$ cat config.mk
export PLATFORM = sky130hd
export DESIGN_NAME = lcd_time_frame_writer
export DESIGN_NICKNAME = d
export VERILOG_FILES = /design/src/rtl/lcd_time_frame_writer.sv
export SDC_FILE = /design/constraint.sdc
export NUM_CORES = 1
export LEC_CHECK = 0
export ABC_CLOCK_PERIOD_IN_PS = 2700
export CAP_MARGIN = 0
export CELL_PAD_IN_SITES_DETAIL_PLACEMENT = 1
export CELL_PAD_IN_SITES_GLOBAL_PLACEMENT = 2
export CORE_MARGIN = 3
export CORE_UTILIZATION = 30
export DETAILED_ROUTE_END_ITERATION = 16
export PLACE_DENSITY_LB_ADDON = 0.1
export RECOVER_POWER = 25
export REMOVE_ABC_BUFFERS = 1
export SLEW_MARGIN = 20
export SYNTH_ARGS = -nofsm -noshare
export SYNTH_HDL_FRONTEND = slang
export SYNTH_SLANG_ARGS = --single-unit
$ cat constraint.sdc
create_clock -name clk -period 2.7 [get_ports clk]
set_clock_uncertainty 0.1 [all_clocks]
set_input_delay 0.27 -clock clk [delete_from_list [all_inputs] [get_ports clk]]
set_output_delay 0.27 -clock clk [all_outputs]
set_load 0.01 [all_outputs]
$ cat src/rtl/lcd_time_frame_writer.sv
`default_nettype none
// ============================================================================
// Module   : lcd_time_frame_writer
// Brief    : Per-refresh frame sequencer: DDRAM address + "HH:MM:SS[ AM|PM]"
//            streamed to the LCD interface over its send_data/ready handshake.
// Revision : 1.0 - initial release
// ============================================================================
module lcd_time_frame_writer #(
  parameter logic [7:0] LINE_ADDR   = 8'h80,
  parameter int         ACK_TIMEOUT = 16,
  parameter bit         SHOW_AMPM   = 1'b1
) (
  input  logic        clk,
  input  logic        rst,
  input  logic        refresh,
  input  logic [19:0] hh_mm_ss,
  input  logic        am_pm,
  input  logic        mode12h,
  input  logic        ready,
  output logic [7:0]  data,
  output logic        ins_data,
  output logic        send_data,
  output logic        busy,
  output logic        frame_done,
  output logic        err
);

  localparam int CNT_W = (ACK_TIMEOUT < 2) ? 1 : $clog2(ACK_TIMEOUT);
  localparam logic [CNT_W-1:0] ACK_LAST = CNT_W'(ACK_TIMEOUT - 1);

  typedef enum logic [1:0] {
    IDLE      = 2'd0,
    WAIT_RDY  = 2'd1,
    WAIT_ACK  = 2'd2,
    WAIT_DONE = 2'd3
  } state_t;

  state_t           state, state_nxt;
  logic [19:0]      snap_time, snap_time_nxt;
  logic             snap_ampm, snap_ampm_nxt;
  logic             snap_12h, snap_12h_nxt;
  logic             pending, pending_nxt;
  logic [3:0]       index, index_nxt;
  logic [CNT_W-1:0] ack_cnt, ack_cnt_nxt;
  logic [7:0]       data_nxt;
  logic             ins_data_nxt, send_data_nxt, busy_nxt, frame_done_nxt, err_nxt;

  logic [7:0]       byte_val;
  logic             byte_ins;
  logic [3:0]       last_index;

  // Character for the current index, always taken from the frame snapshot
  always_comb begin
    byte_ins = 1'b1;
    byte_val = 8'h20;
    case (index)
      4'd0: begin
        byte_val = LINE_ADDR;
        byte_ins = 1'b0;
      end
      4'd1:  byte_val = {4'h3, 2'b00, snap_time[19:18]};
      4'd2:  byte_val = {4'h3, snap_time[17:14]};
      4'd3:  byte_val = 8'h3A;
      4'd4:  byte_val = {4'h3, 1'b0, snap_time[13:11]};
      4'd5:  byte_val = {4'h3, snap_time[10:7]};
      4'd6:  byte_val = 8'h3A;
      4'd7:  byte_val = {4'h3, 1'b0, snap_time[6:4]};
      4'd8:  byte_val = {4'h3, snap_time[3:0]};
      4'd9:  byte_val = 8'h20;
      4'd10: byte_val = snap_ampm ? 8'h50 : 8'h41;
      4'd11: byte_val = 8'h4D;
      default: byte_val = 8'h20;
    endcase
  end

  assign last_index = (SHOW_AMPM && snap_12h) ? 4'd11 : 4'd8;

  always_comb begin
    state_nxt      = state;
    snap_time_nxt  = snap_time;
    snap_ampm_nxt  = snap_ampm;
    snap_12h_nxt   = snap_12h;
    pending_nxt    = pending;
    index_nxt      = index;
    ack_cnt_nxt    = ack_cnt;
    data_nxt       = data;
    ins_data_nxt   = ins_data;
    send_data_nxt  = 1'b0;
    busy_nxt       = busy;
    frame_done_nxt = 1'b0;
    err_nxt        = err;

    // Requests arriving while a frame is active merge into one pending frame
    if (refresh && (state != IDLE))
      pending_nxt = 1'b1;

    case (state)
      IDLE: begin
        if (refresh || pending) begin
          snap_time_nxt = hh_mm_ss;
          snap_ampm_nxt = am_pm;
          snap_12h_nxt  = mode12h;
          pending_nxt   = 1'b0;
          index_nxt     = 4'd0;
          busy_nxt      = 1'b1;
          state_nxt     = WAIT_RDY;
        end
      end
      WAIT_RDY: begin
        if (ready) begin
          data_nxt      = byte_val;
          ins_data_nxt  = byte_ins;
          send_data_nxt = 1'b1;
          ack_cnt_nxt   = '0;
          state_nxt     = WAIT_ACK;
        end
      end
      WAIT_ACK: begin
        if (!ready) begin
          state_nxt = WAIT_DONE;
        end else if (ack_cnt == ACK_LAST) begin
          err_nxt   = 1'b1;
          busy_nxt  = 1'b0;
          state_nxt = IDLE;
        end else begin
          ack_cnt_nxt = ack_cnt + 1'b1;
        end
      end
      WAIT_DONE: begin
        if (ready) begin
          if (index == last_index) begin
            frame_done_nxt = 1'b1;
            busy_nxt       = 1'b0;
            state_nxt      = IDLE;
          end else begin
            index_nxt = index + 4'd1;
            state_nxt = WAIT_RDY;
          end
        end
      end
      default: state_nxt = IDLE;
    endcase
  end

  always_ff @(posedge clk or posedge rst) begin
    if (rst) begin
      state      <= IDLE;
      snap_time  <= '0;
      snap_ampm  <= 1'b0;
      snap_12h   <= 1'b0;
      pending    <= 1'b0;
      index      <= 4'd0;
      ack_cnt    <= '0;
      data       <= 8'h00;
      ins_data   <= 1'b0;
      send_data  <= 1'b0;
      busy       <= 1'b0;
      frame_done <= 1'b0;
      err        <= 1'b0;
    end else begin
      state      <= state_nxt;
      snap_time  <= snap_time_nxt;
      snap_ampm  <= snap_ampm_nxt;
      snap_12h   <= snap_12h_nxt;
      pending    <= pending_nxt;
      index      <= index_nxt;
      ack_cnt    <= ack_cnt_nxt;
      data       <= data_nxt;
      ins_data   <= ins_data_nxt;
      send_data  <= send_data_nxt;
      busy       <= busy_nxt;
      frame_done <= frame_done_nxt;
      err        <= err_nxt;
    end
  end

endmodule
`default_nettype wire
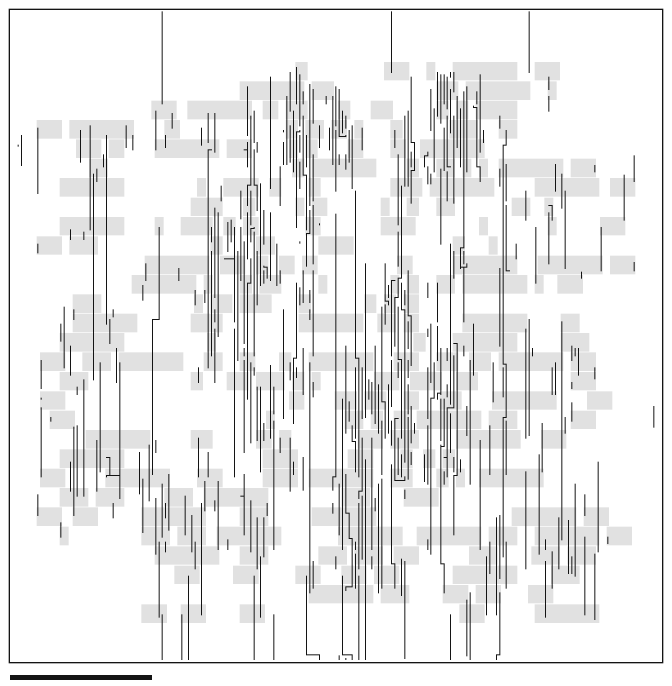
(images/met2.png)
Bar = 20 um. Cells faint in the background.
main direction: vertical
nets with wire on the layer: 233
longest straight run: 36.9 um
wire length on this layer: 2800 um
share of all routed wire: 49%
detailed-route wire length: 5680 um
vias after detailed routing: 1688
met2 usage: 23.4%

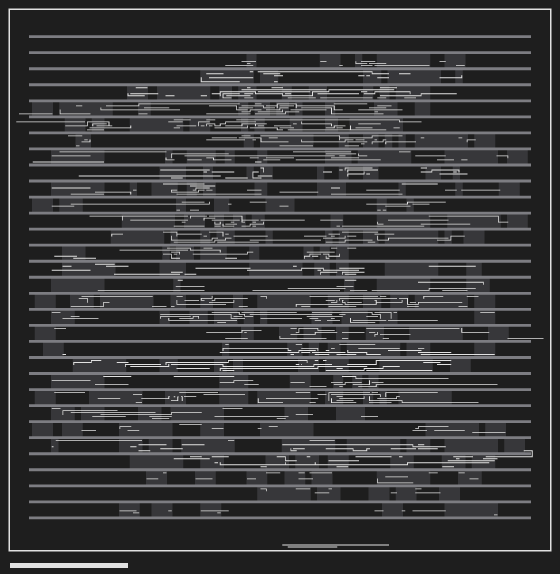
(images/met1.png)
Bar = 20 um. Supply wires on this layer in grey. Cells faint in the background.
wire length on this layer: 2620 um
longest straight run: 31.7 um
main direction: horizontal
fraction of met1 tracks used by global routing: 19.5%

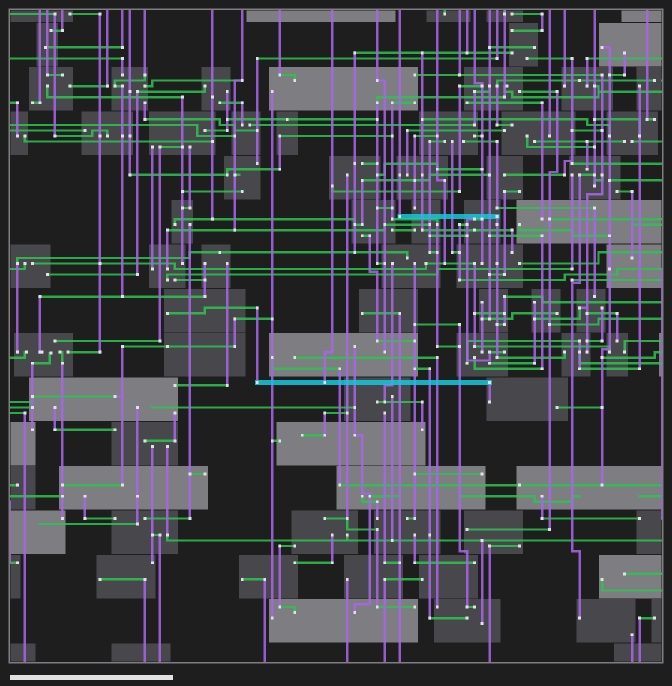
(images/zoom.png)
Bar = 10 um. Window x 26 to 66, y 7 to 47 um. Cells in grey, sequential cells in the stronger grey; small squares are vias.
[met2] purple
[met3] cyan
[met1] green
most frequent: dfrtp_1 (9), mux2_1 (7), clkdlybuf4s50_1 (7)
sequential cells in the window: 9
netlist names of flops here include: snap_time (7)
cells with their middle in the window: 61

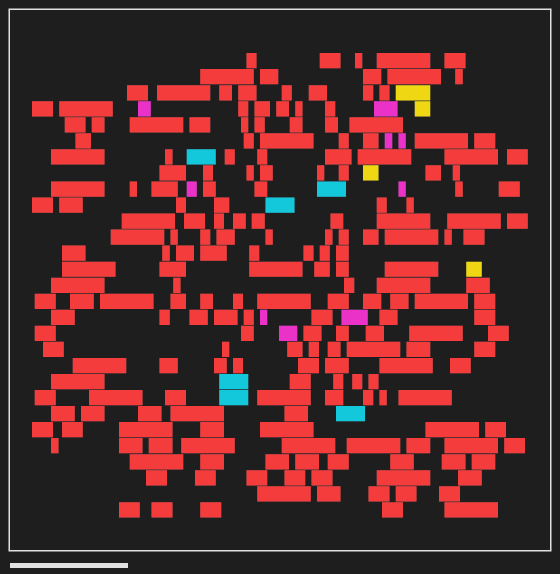
(images/drive_strength.png)
Bar = 20 um.
[drive 2] magenta | cells: 9 | share: 3.9% | most used: inv_2
[drive 6 and up] cyan | cells: 6 | share: 2.6% | most used: clkbuf_8
[drive 1 or less] red | cells: 211 | share: 92% | most used: dfrtp_1
[drive 3 to 4] yellow | cells: 4 | share: 1.7% | most used: buf_4
buffers outside the clock class: 42
synthesis-to-layout area growth: 25.6%
final setup slack of the worst path: 0.555 ns
post-route cell area: 2760 um^2

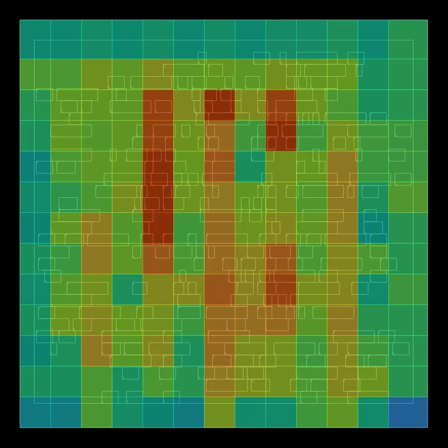
(images/final_congestion.png)
global-route total usage across every layer: 14.6%
most crowded layer after global routing: met2

==> results_dict.tcl <==
# place-and-route summary
set metrics [dict create \
    outcome "finished clean" \
    root_buffer "clkbuf_8" \
    reg2reg_from "index[0]" \
    report.final.slew_viol_count 0 \
    post_dp_cell_area_um2 2670 \
    grt_start_max_net_pins 27 \
    number_of_global_route_vias_before_repair 1913 \
    power.leakage_nw 1.14 \
    synth.yosys.seq_area_share_pct 52.4 \
    top_layer_used "met4" \
    drt_iter0_markers 62 \
    post_synth_most_frequent_cells "dfrtp_1 (46), mux2_1 (23), a21oi_1 (12)" \
    worstPathRequired_ns 2.79 \
    synth.most_common_cell "dfrtp_1" \
    clock_power_share_pct 16.0 \
    cts.sink_count 46 \
    combinationalPowerShare_pct 39.4 \
    setup.worst_path.class "reg -> reg" \
    ctsResizeCount 0 \
    clock_tree.htree_level_count 2 \
    tool_warnings 28 \
    wl_met3_um 236 \
    power_switching_share_pct 37.6 \
    final_core_utilization_pct 39.7 \
    cts_setup_buffers 0 \
    power_density_nw_per_um2 1000 \
    p_switching_mw 1.04 \
    synth-cells-yosys 192 \
    simple_gate_area_share_pct 9.74 \
    source_to_sink_clock_delay_at_the_later_pin_of_the_worst_skew_pair_ns 0.30 \
    synth_async_sr_flop_share_pct 100 \
    layout.nets 260 \
    tritoncts_buffer_count 5 \
    detailedRoute.firstPassIterationCount 4 \
]
## worst paths after layout
check,to,slack [ns],cells past startpoint
worst max-delay path,data[1],0.56,5
worst min-delay path,err,0.38,1
worst max register to register,data[1],0.56,5
worst min register to register,err,0.38,1
max in group asynchronous,state[0],0.93,3
min in group asynchronous,snap_time[19],0.55,2
## power by group through the flow
stage / Combinational (mW) / Sequential (mW) / Clock (mW)
6_report: 1.09 / 1.23 / 0.441
4_1_cts: 1.10 / 1.23 / 0.463
5_1_grt: 1.22 / 1.27 / 0.491
3_5_place_dp: 1.09 / 1.25 / 0
2_1_floorplan: 0.707 / 1.17 / 0
3_3_place_gp: 1.04 / 1.24 / 0
## cell type report
type	count	area (um^2)
clock buffer	7	86.3
clock inverter	1	5.00
fill	748	4190
inverter	8	30.0
multi-input combinational	126	958
sequential	46	1150
tap	96	120
timing repair buffer	42	407
## state kept, by name, indices dropped and copies added (netlist names)
register / flops
ack_cnt: 4
busy: 1
data: 8
err: 1
frame_done: 1
index: 4
ins_data: 1
pending: 1
send_data: 1
snap_12h: 1
snap_ampm: 1
snap_time: 20
state: 2
## worst max-delay path, cell delays in order (launching register included)
cell       delay, ns
dfrtp_1         0.45
inv_1           0.12
ha_1            0.38
a2111oi_0       0.59
a211oi_2        0.13
a32o_1          0.26
## metrics by stage
| step | setup slack (ns) | power [mW] | std cells | hold slack, ns |
|---|---|---|---|---|
| after global placement | 0.716 | 2.28 | 318 | 0.355 |
| final | 0.555 | 2.76 | 326 | 0.382 |
| after global routing | 0.414 | 2.99 | 326 | 0.417 |
| after detailed placement | 0.607 | 2.34 | 318 | 0.358 |
| after CTS | 0.568 | 2.80 | 326 | 0.296 |
| after floorplan | 0.824 | 1.88 | 180 | 0.305 |
Power is estimated from default activity; no workload was simulated.
